[src/rtl/rv_pkg.sv]
// rtl/rv_pkg.sv - shared RV32I decode constants and ALU control encoding
package rv_pkg;

    localparam int REG_DATA_WIDTH_DEFAULT = 32;

    localparam logic [6:0] OP     = 7'b0110011;
    localparam logic [6:0] OP_IMM = 7'b0010011;
    localparam logic [6:0] LUI    = 7'b0110111;
    localparam logic [6:0] AUIPC  = 7'b0010111;

    typedef enum logic [3:0] {
        ALU_ADD  = 4'b0000,
        ALU_SUB  = 4'b1000,
        ALU_SLL  = 4'b0001,
        ALU_SLT  = 4'b0010,
        ALU_SLTU = 4'b0011,
        ALU_XOR  = 4'b0100,
        ALU_SRL  = 4'b0101,
        ALU_SRA  = 4'b1101,
        ALU_OR   = 4'b0110,
        ALU_AND  = 4'b0111
    } alu_ctrl_t;

endpackage

[src/rtl/id_scoreboard.sv]
// rtl/id_scoreboard.sv - busy bit per architectural register, set wins over clear
module id_scoreboard #(
    parameter int REG_ADDR_WIDTH = 5
) (
    input  logic                              clk,
    input  logic                              nreset,
    input  logic                              set_en,
    input  logic [REG_ADDR_WIDTH-1:0]         set_addr,
    input  logic                              clr_en,
    input  logic [REG_ADDR_WIDTH-1:0]         clr_addr,
    output logic [(1<<REG_ADDR_WIDTH)-1:0]    busy
);

    // x0 is never written, so its bit only ever holds the reset value
    always_ff @(posedge clk or negedge nreset) begin
        if (!nreset) begin
            busy <= '0;
        end else begin
            for (int i = 1; i < (1 << REG_ADDR_WIDTH); i++) begin
                if (set_en && set_addr == REG_ADDR_WIDTH'(i)) begin
                    busy[i] <= 1'b1;
                end else if (clr_en && clr_addr == REG_ADDR_WIDTH'(i)) begin
                    busy[i] <= 1'b0;
                end
            end
        end
    end

endmodule

[src/rtl/id_stage.sv]
// rtl/id_stage.sv - RV32I decode stage with hazard scoreboard and writeback bypass
module id_stage
    import rv_pkg::*;
#(
    parameter int REG_DATA_WIDTH = REG_DATA_WIDTH_DEFAULT,
    parameter int CTRL_WIDTH     = 4,
    parameter int REG_ADDR_WIDTH = 5
) (
    input  logic                      clk,
    input  logic                      nreset,
    input  logic                      if_valid,
    output logic                      if_ready,
    input  logic [REG_DATA_WIDTH-1:0] if_pc,
    input  logic [31:0]               if_inst,
    output logic [REG_ADDR_WIDTH-1:0] rs1_addr,
    output logic [REG_ADDR_WIDTH-1:0] rs2_addr,
    input  logic [REG_DATA_WIDTH-1:0] rs1_data,
    input  logic [REG_DATA_WIDTH-1:0] rs2_data,
    input  logic                      wb_en,
    input  logic [REG_ADDR_WIDTH-1:0] wb_rd,
    input  logic [REG_DATA_WIDTH-1:0] wb_data,
    output logic                      ex_valid,
    input  logic                      ex_ready,
    output logic [CTRL_WIDTH-1:0]     ex_ctrl,
    output logic [REG_DATA_WIDTH-1:0] ex_din_0,
    output logic [REG_DATA_WIDTH-1:0] ex_din_1,
    output logic [REG_ADDR_WIDTH-1:0] ex_rd,
    output logic                      ex_wb_en,
    output logic                      ex_illegal
);

    logic [6:0]                          opcode;
    logic [2:0]                          funct3;
    logic [REG_ADDR_WIDTH-1:0]           rd;
    logic                                byp_1, byp_2, wb_hits_rd;
    logic [REG_DATA_WIDTH-1:0]           rs1_val, rs2_val;
    logic                                use_rs1, use_rs2, illegal, wr_en;
    logic [CTRL_WIDTH-1:0]               ctrl;
    logic [REG_DATA_WIDTH-1:0]           op_0, op_1;
    logic [(1<<REG_ADDR_WIDTH)-1:0]      busy;
    logic                                hazard, slot_free, xfer;

    assign opcode   = if_inst[6:0];
    assign funct3   = if_inst[14:12];
    assign rd       = if_inst[11:7];
    assign rs1_addr = if_inst[19:15];
    assign rs2_addr = if_inst[24:20];

    assign byp_1      = wb_en && wb_rd == rs1_addr && rs1_addr != '0;
    assign byp_2      = wb_en && wb_rd == rs2_addr && rs2_addr != '0;
    assign wb_hits_rd = wb_en && wb_rd == rd;
    assign rs1_val    = (rs1_addr == '0) ? '0 : (byp_1 ? wb_data : rs1_data);
    assign rs2_val    = (rs2_addr == '0) ? '0 : (byp_2 ? wb_data : rs2_data);

    always_comb begin
        use_rs1 = 1'b0;
        use_rs2 = 1'b0;
        illegal = 1'b0;
        ctrl    = CTRL_WIDTH'(ALU_ADD);
        op_0    = '0;
        op_1    = '0;
        case (opcode)
            OP: begin
                use_rs1 = 1'b1;
                use_rs2 = 1'b1;
                ctrl    = CTRL_WIDTH'({if_inst[30], funct3});
                op_0    = rs1_val;
                op_1    = rs2_val;
            end
            OP_IMM: begin
                use_rs1 = 1'b1;
                op_0    = rs1_val;
                // shifts carry a 5-bit shamt; only srai borrows funct7[5] for the ctrl msb
                if (funct3 == 3'b001 || funct3 == 3'b101) begin
                    ctrl = CTRL_WIDTH'({funct3 == 3'b101 && if_inst[30], funct3});
                    op_1 = REG_DATA_WIDTH'(if_inst[24:20]);
                end else begin
                    ctrl = CTRL_WIDTH'({1'b0, funct3});
                    op_1 = {{(REG_DATA_WIDTH-12){if_inst[31]}}, if_inst[31:20]};
                end
            end
            LUI: begin
                op_1 = {{(REG_DATA_WIDTH-31){if_inst[31]}}, if_inst[30:12], 12'b0};
            end
            AUIPC: begin
                op_0 = if_pc;
                op_1 = {{(REG_DATA_WIDTH-31){if_inst[31]}}, if_inst[30:12], 12'b0};
            end
            default: illegal = 1'b1;
        endcase
    end

    assign wr_en = !illegal && rd != '0;

    assign hazard = if_valid &&
                    ((use_rs1 && busy[rs1_addr] && !byp_1) ||
                     (use_rs2 && busy[rs2_addr] && !byp_2) ||
                     (wr_en && busy[rd] && !wb_hits_rd));

    assign slot_free = !ex_valid || ex_ready;
    assign if_ready  = slot_free && !hazard;
    assign xfer      = if_valid && if_ready;

    id_scoreboard #(.REG_ADDR_WIDTH(REG_ADDR_WIDTH)) u_scoreboard (
        .clk      (clk),
        .nreset   (nreset),
        .set_en   (xfer && wr_en),
        .set_addr (rd),
        .clr_en   (wb_en),
        .clr_addr (wb_rd),
        .busy     (busy)
    );

    always_ff @(posedge clk or negedge nreset) begin
        if (!nreset) begin
            ex_valid   <= 1'b0;
            ex_ctrl    <= '0;
            ex_din_0   <= '0;
            ex_din_1   <= '0;
            ex_rd      <= '0;
            ex_wb_en   <= 1'b0;
            ex_illegal <= 1'b0;
        end else if (xfer) begin
            ex_valid   <= 1'b1;
            ex_ctrl    <= ctrl;
            ex_din_0   <= op_0;
            ex_din_1   <= op_1;
            ex_rd      <= rd;
            ex_wb_en   <= wr_en;
            ex_illegal <= illegal;
        end else if (ex_ready) begin
            ex_valid <= 1'b0;
        end
    end

endmodule

[config.mk]
export PLATFORM = sky130hd
export DESIGN_NAME = id_stage
export DESIGN_NICKNAME = d
export VERILOG_FILES = /design/src/rtl/rv_pkg.sv /design/src/rtl/id_scoreboard.sv /design/src/rtl/id_stage.sv
export SDC_FILE = /design/constraint.sdc
export NUM_CORES = 1
export LEC_CHECK = 0
export CAP_MARGIN = 5
export CORE_MARGIN = 3
export CORE_UTILIZATION = 47
export CTS_CLUSTER_SIZE = 24
export DETAILED_ROUTE_END_ITERATION = 8
export GPL_TIMING_DRIVEN = 0
export PLACE_DENSITY = 0.83
export SETUP_SLACK_MARGIN = 0.5
export SLEW_MARGIN = 20
export SYNTH_ARGS = -nofsm -noshare
export SYNTH_HDL_FRONTEND = slang
export SYNTH_SLANG_ARGS = --single-unit
[constraint.sdc]
create_clock -name clk -period 2.6 [get_ports clk]
set_input_delay 0.39 -clock clk [delete_from_list [all_inputs] [get_ports clk]]
set_output_delay 0.39 -clock clk [all_outputs]
set_load 0.01 [all_outputs]
### Wiring by layer, run 1

Scale bar: 50 µm.
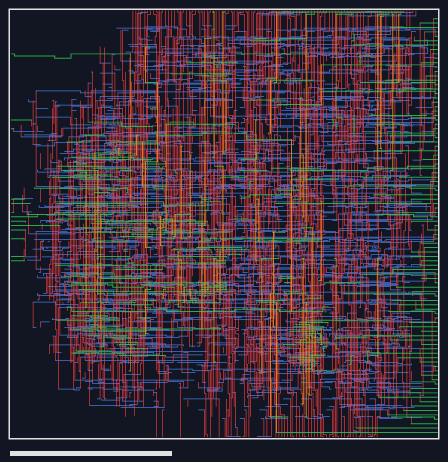
[metal 1] blue | wire length: 11200 µm
[metal 3] green | wire length: 3100 µm
[metal 4] orange | wire length: 1640 µm
[metal 2] red | wire length: 16200 µm
Total GRT Usage: 35.3%
Routed WL per cell: 25.7 µm
Routed WL: 32200 µm

### Register map, names as in the netlist, run 1

Scale bar: 50 µm.
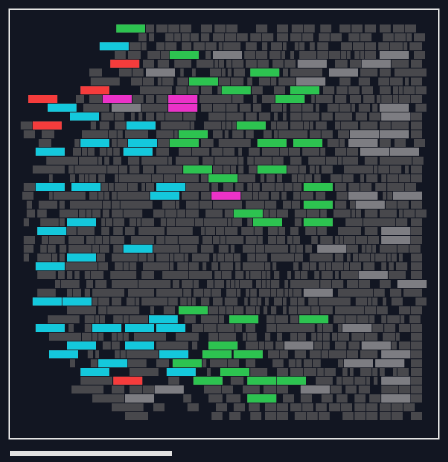
[ex_ctrl] magenta | placed flops: 4 | where: north
[ex_din_1] green | placed flops: 32
[ex_rd] red | placed flops: 5
[u_scoreboard.busy] cyan | placed flops: 31
not coloured: 35

### Cells by drive strength, run 1

Scale bar: 50 µm.
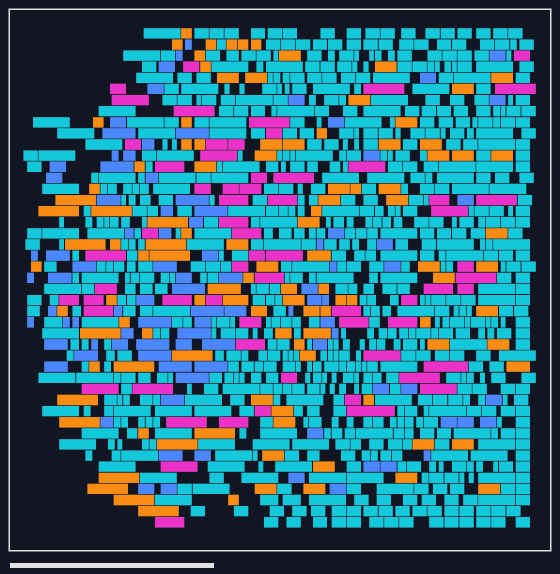
[_3 and _4 cells] orange | cells: 108 | share: 10% | most used: mux2_4
[_0 and _1 cells] cyan | cells: 775 | share: 75% | most used: clkdlybuf4s50_1
[_2 cells] blue | cells: 92 | share: 8.9% | most used: mux2_2
[_6 and larger] magenta | cells: 63 | share: 6.1% | most used: buf_6

==> CHANGELOG.md, run 1 <==
### Changed

- Synth async-reset ratio: 100%
- Final antenna-violating net count: 0
- Comb area: 4860 µm²
- CP Depth: 6
- Initial core utilization: 48.7%
- Area delta synth->final: 59.2%
- H-tree levels: 3
- Arr. time, crit path: between 2 and 2.5 ns
- Remaining Overflow, GRT: 0
- I/O pin count: around 260
- FP Rows: 45
- Placed instance count: 1186
- Main synth FF type: dfrtp_1
- Pleak: roughly 5.4 nW
- Die width: 132 µm
- Tool warnings: 29
- Worst r2r path cells: 13
- Max rail drop VDD: 0.430 mV
- Initial antenna violation count: 1
- Req. time, crit path: 2.21 ns
- Routed met2 length: 16200 µm
- Fin crit share: 109%
- Tot Pwr: 0.00440 W
- Max-slew violations: 0
- Worst Hold End: u_scoreboard.busy[3]
- Min-delay src: if_inst[7]
- FF-to-FF End: ex_din_1[17]
- Worst path cell trace: mux4_2 > a2111o_1 > nand4_1 > nand3_2 > a21boi_2 > buf_2
- Critical Path Max Stage Delay: 0.50 ns
- Dpl hpwl: 21900 µm
- WL met3: ~3100 µm
- Yosys warns: 1
- Kind of critical path: register to output pin
- Vias per cell: 6.33
- Synthesized area per cell: a little over 10 µm²
- Via count: around 7900
- Max layer used: met4
- Reg2reg start: u_scoreboard.busy[15]
- Yosys Instances: 727
- Final #Nets: 1203
- RSZ-0062 raised after global routing: true
- Die Ht: roughly 130 µm
- Full die area: about 17000 µm²
- Ys flops: 107
- # DRC: 0
- Grt peak-use layer: met2
- Delay-heaviest family, CP: AND-OR/OR-AND gates
- I/O Buffers: 247
- Worst Setup EP: if_ready
- Share of cells above drive strength 1: ~25%
- Seq. cell area: 2680 µm²
- Worst slew margin: approximately 20%
- Hold path depth: 3
- DR pass1 iterations: 5
- Hold WC Path Type: input port to register
- M2 GR Usage: 61.7%
- Initial DRC count: approximately 750
- Slowest CP cell: mux4_2
- GRT met3 Usage: under 10%
- Layout Cells excl Fill: around 1300
- CP Capture Type: output pin
- Worst Max-Slew Pin Slew: 1.21 ns
- Number of global-route vias before repair: about 8000
- Count of library flops with an enable pin: 0
- TritonCTS clock tree: yes
- Num CTS Buffers: 9
- Yosys synthesis chip area: 7490 µm²
- Clock Path Buffers: 2
- Tmin final: 2.85 ns
- Critical path startpoint: u_scoreboard.busy[7]
- Fill cells: 953
- First-pass GRT wire length: between 40000 and 50000 µm
- Failing checks: setup timing
- Finished Core Util: 77.5%
- Power density over the cells: around 370 nW/µm²
- Cell Type Count: 59
- TritonCTS Sinks: 107
- Post-Syn Area: between 7000 and 8000 µm²
- Clock root cell: clkbuf_16
- Late-Pin Clk Latency: 0.37 ns
- Final worst slack: -0.245 ns
- F_max: 351 MHz
- Wire length on met1: 11200 µm
- CP max FO: 4
- Final setup viols: 94
- MaxCap Viol Count: 0
- Sequential fraction of the synthesis area: between 30% and 40%
- Core Area: about 15000 µm²
- Reg clk slew, reported paths: 0.07 ns
- Clock skew: between 0.008 and 0.009 ns
- Buf/Inv on CP: 1
- Setup crit start kind: register
- Status: finished with violations
- Met1 Use GR: ~42%
- Count of final hold-check violations: 0
- Largest net degree at the start of global routing: 59
- Routability Congestion: 0.980
- Cells after synthesis: 727
- Syn Nets: 897
- Reg2reg setup slack: -0.16 ns
## run 1: layout by cell type, fill, tap and decap left out, types with 19 or more instances in the layout
cell               n
buf_6             19
mux2i_1           62
nand4_1           26
clkbuf_1          32
o31ai_1           21
buf_4             35
nand2_1           59
o21ai_0           75
clkdlybuf4s50_1  234
dfrtp_1          107
mux2_2            33
mux2_4            43
a21oi_1           22
## run 1: flip-flops by register name, summed over array words and instances, names as in the netlist
register and cells:
ex_valid 1, ex_ctrl 4, ex_din_1 32, ex_wb_en 1
u_scoreboard.busy 31, ex_rd 5, ex_din_0 32, ex_illegal 1
## run 1: cell families (layout without fill, tap and decap cells)
group                     after synthesis  count (layout)  synth area share (%)
and+or+nand+nor                       175             175                  12.8
muxes                                 154             154                  24.4
other                                   0               1                     0
DFF                                   107             107                  35.8
AOI/OAI and AO/OA                     192             192                  19.2
xor gates and xnor gates               14              14                  1.64
buffers and inverters                  85             396                  6.30
## run 1: where the power goes
group          internal [W]  switching, W  leakage, nW  total, W
Combinational      0.000669      0.000569         3.75   0.00124
Sequential          0.00170     0.0000258         1.47   0.00172
Clock              0.000774      0.000662        0.139   0.00144
## run 1: synth_stat cells, types with 3 or more instances
library cell | instances | area, µm²
a21oi_1 | 22 | 110
and2_1 | 18 | 113
buf_1 | 5 | 18.8
buf_2 | 11 | 55.1
buf_4 | 11 | 82.6
buf_6 | 10 | 113
clkbuf_1 | 39 | 146
dfrtp_1 | 107 | 2680
inv_1 | 7 | 26.3
mux2_1 | 4 | 45.0
mux2_2 | 72 | 811
mux2i_1 | 63 | 631
mux4_2 | 15 | 338
nand2_1 | 61 | 229
nand2b_1 | 9 | 56.3
nand3_1 | 9 | 45.0
nand3b_1 | 9 | 67.6
nand4_1 | 26 | 163
nor2_1 | 12 | 45.0
nor2b_1 | 6 | 37.5
nor3_1 | 3 | 15.0
o21ai_0 | 80 | 400
o31a_1 | 18 | 158
o31ai_1 | 21 | 158
o41ai_1 | 5 | 43.8
o41ai_2 | 22 | 358
or2_2 | 3 | 18.8
or3b_2 | 3 | 26.3
xnor2_1 | 10 | 87.6
xor2_1 | 4 | 35.0
## run 1: cell type report
class	count	area share, %
multi-input cells	535	40.8
flip-flops and latches	107	22.5
diodes	1	0.0210
inverters	7	0.220
clock buffers	12	2.07
repair buffers	295	26.3
clock inverters	4	0.420
plain buffers	78	5.45
well taps	211	2.21
## run 1: per-stage QoR
stage / setup WS, ns / hold WS, ns / setup TNS (ns) / cell area, µm²
finish: -0.245 / 0.476 / -10.34 / 11900
global placement: -3.09 / 0.475 / -410.81 / 10400
floorplan: 0.0812 / 0.0944 / 0 / 7670
CTS: -0.138 / 0.470 / -1.48 / 11600
detailed placement: -1.07 / 0.366 / -84.67 / 10400
global route: -0.265 / 0.482 / -15.27 / 11900
## run 1: what timing repair did
| item | CTS | global route |
|---|---|---|
| endpoints found under the hold margin | 49 | 0 |
| cloned | 11 | 0 |
| gates resized | 110 | 58 |
| pin swaps | 13 | 9 |
| hold buffers | 1 | 0 |
| setup endpoints to repair | 112 | 108 |
| setup buffers | 28 | 7 |
### Clock routing, run 1

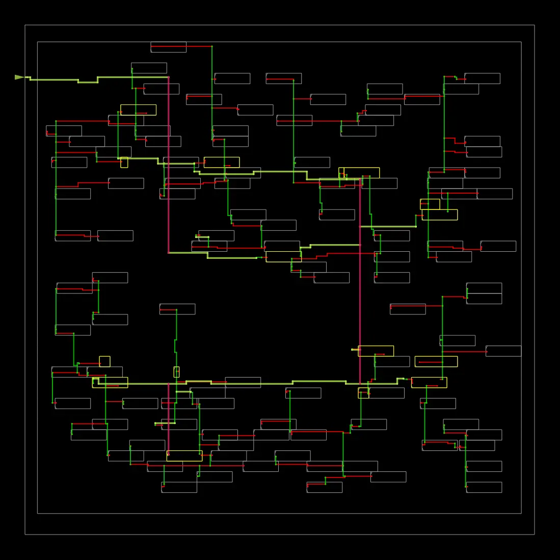

==> run 2, diff against run 1 <==
- CORE_UTILIZATION: 47 -> 50
- PLACE_DENSITY: 0.83 -> 0.87
- clock period: 2.6 -> 3.66 ns (I/O delays scaled with it)
### Clock routing, run 2

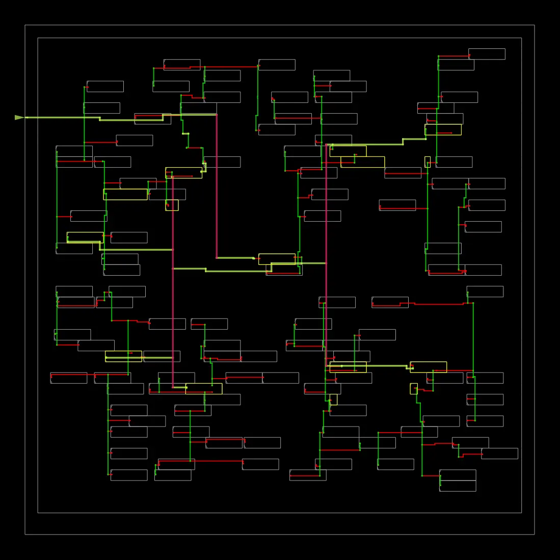
clock skew: 0.0108 ns
Num CTS Buffers: 9

### Wiring by layer, run 2

Scale bar: 50 µm.
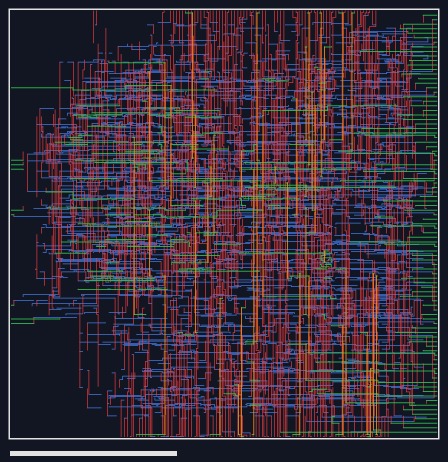
[metal 1] blue | wire length: 9890 µm
[metal 3] green | wire length: 2310 µm
[metal 2] red | wire length: 13600 µm
[metal 4] orange | wire length: 1440 µm

==> run 2 against run 1 <==
Net effect:
- the run now ends clean
- sequential share of layout area grew 2.6 points
- total power shrank 33%
- synthesized area is the same
- non-clock buffer count shrank 39
- register-to-register slack gained 1.2 ns
- critical path depth grew 2
- clock-buffer cell count shrank 2
- combinational power shrank 45%
- core utilization shrank 4.2 points
- global-route usage shrank 3.2 points
- critical endpoint is now ex_din_1[8]
- highest routed layer unchanged
==> CHANGELOG.md, run 2 <==
### Changed

- Final setup viols: 0
- Sequential fraction of the synthesis area: a little over a third
- Largest area contributor in the netlist: dfrtp_1
- Via count: ~7400
- Yosys synthesis chip area: 7490 µm²
- Yosys warns: 1
- CP Capture Type: register
- Count of final hold-check violations: 0
- Initial antenna violation count: 1
- Vias per cell: around 6.3
- Clock Path Buffers: 2
- DR pass1 iterations: 5
- Area delta synth->final: 42.8%
- Worst Max-Slew Pin Slew: between 0.9 and 1 ns
- Hold_ws: 0.102 ns
- Routed WL per cell: 23.1 µm
- Final antenna-violating net count: 0
- Total GRT Usage: ~32%
- Initial core utilization: 51.3%
- Slowest CP cell: nor3_1
- MaxCap Viol Count: 0
- Arr. time, crit path: 3.26 ns
- Ys flops: approximately 110
- TritonCTS Sinks: about 110
- First-pass GRT wire length: between 40000 and 50000 µm
- Full die area: ~16000 µm²
- Max rail drop VDD: around 0.35 mV
- Die width: approximately 130 µm
- Count leader, synth: dfrtp_1
- Layout Cells excl Fill: 1183
- Power density over the cells: 276 nW/µm²
- Status: finished, final reports clean
- Top cells by count: dfrtp_1 (107), o21ai_0 (80), mux2_2 (72)
- CP max FO: 10
- Worst path cell trace: clkdlybuf4s50_1 > xnor2_1 > nand3_1 > nor3_1 > buf_2 > mux2i_1 > o21ai_0 > mux2_1
- Routed WL: 27300 µm
- Tool warnings: 27
- Worst slew margin: 33.7%
- RSZ-0062 raised after global routing: false
- Post-synth top area share: 35.8%
- Most numerous logic cells after layout: clkdlybuf4s50_1 (235), dfrtp_1 (107), o21ai_0 (80)
- I/O pin count: 257
- Cells after synthesis: 727
- Reg clk slew, reported paths: around 0.070 ns
- Late-Pin Clk Latency: 0.36 ns
- Count of library flops with an enable pin: 0
- Pleak: between 4 and 5 nW
- Largest net degree at the start of global routing: 65
- Req. time, crit path: 3.91 ns
- # DRC: 0
- Hold WC Path Type: input port to asynchronous set/reset pin
- TritonCTS clock tree: yes
- Fin crit share: approximately 82%
- Biggest regs: ex_din_0: 32 flops, ex_din_1: 32 flops, u_scoreboard.busy: 31 flops
- Max-slew violations: 0
- Die Ht: 128 µm
- Worst r2r path cells: 7
- Post-Syn Area: 7490 µm²
- Placed instance count: between 1000 and 1500
- Number of global-route vias before repair: 7341
- FP Rows: 44
- F_max: 332 MHz
- Cts hold-fix bufs: 0
- Final #Nets: 1164
- Remaining Overflow, GRT: 0
- Setup crit start kind: input port
- Share of cells above drive strength 1: 20.1%
==> run 2: cell counts after synthesis <==
Identical to the previous run, type by type.
==> run 2: kinds of logic (layout without fill, tap and decap cells) <==
group	Yosys count	after routing	synth area share [%]
XOR/XNOR	14	14	1.64
buffers and inverters	85	356	6.30
multiplexers	154	154	24.4
flip-flops	107	107	35.8
AND-OR/OR-AND	192	192	19.2
other	0	1	0
AND/OR/NAND/NOR	175	175	12.8
==> run 2: final timing paths <==
check / start / endpoint / slack, ns
setup / recovery: wb_rd[3] / ex_din_1[8] / 0.65
hold / removal: nreset / ex_din_0[13] / 0.10
setup reg to reg: u_scoreboard.busy[5] / u_scoreboard.busy[17] / 1.00
hold reg to reg: ex_din_1[9] / ex_din_1[9] / 0.50
max in group asynchronous: nreset / u_scoreboard.busy[15] / 2.87
min in group clk: ex_din_1[9] / ex_din_1[9] / 0.50
==> run 2: area by class of cell <==
class / count / area, µm²
repair buffers: 256 / 2570
inverters: 7 / 26.3
multi-input cells: 535 / 4380
clock buffers: 10 / 229
fillers: 1040 / 3890
clock inverters: 5 / 78.8
plain buffers: 78 / 504
flip-flops and latches: 107 / 2680
diodes: 1 / 2.50
well taps: 184 / 230
==> run 2: metrics by stage <==
step	setup slack [ns]	utilization (%)	total power, W	setup TNS (ns)	area [µm²]
after floorplan	0.910	-	0.00155	0	7490
after global placement	-2.19	69.8	0.00189	-233.71	10200
after detailed placement	-0.454	70.0	0.00190	-0.890	10200
after CTS	0.385	73.0	0.00295	0	10600
after global routing	0.582	73.3	0.00305	0	10700
final	0.647	73.3	0.00295	0	10700
==> run 2: worst max-delay path: cells and delay by family <==
kind            cells  cell delay (ns)
compound gates      1             0.12
xor+xnor            1             0.26
buf+inv             2             0.93
mux                 2             0.60
simple gates        2             0.80
==> run 2: repair_timing <==
action	4_1_cts	5_1_grt
endpoints found under the setup margin	102	14
buffers inserted	6	2
pin swaps	1	4
gates resized	31	35
==> run 2: metal layers <==
metal  GRT usage, %  wire length (µm)
met1           38.6              9890
met4           14.6              1440
met2           55.7             13600
met3           6.43              2310
met5              0                 0
==> run 2: power by group <==
part / internal [W] / switching [W] / leakage (nW)
sequential: 0.00121 / 0.0000177 / 1.47
clock: 0.000595 / 0.000452 / 0.152
combinational: 0.000358 / 0.000324 / 2.75
total: 0.00216 / 0.000794 / 4.37
Power figures rest on the tool's default switching activity, not on a simulated workload.
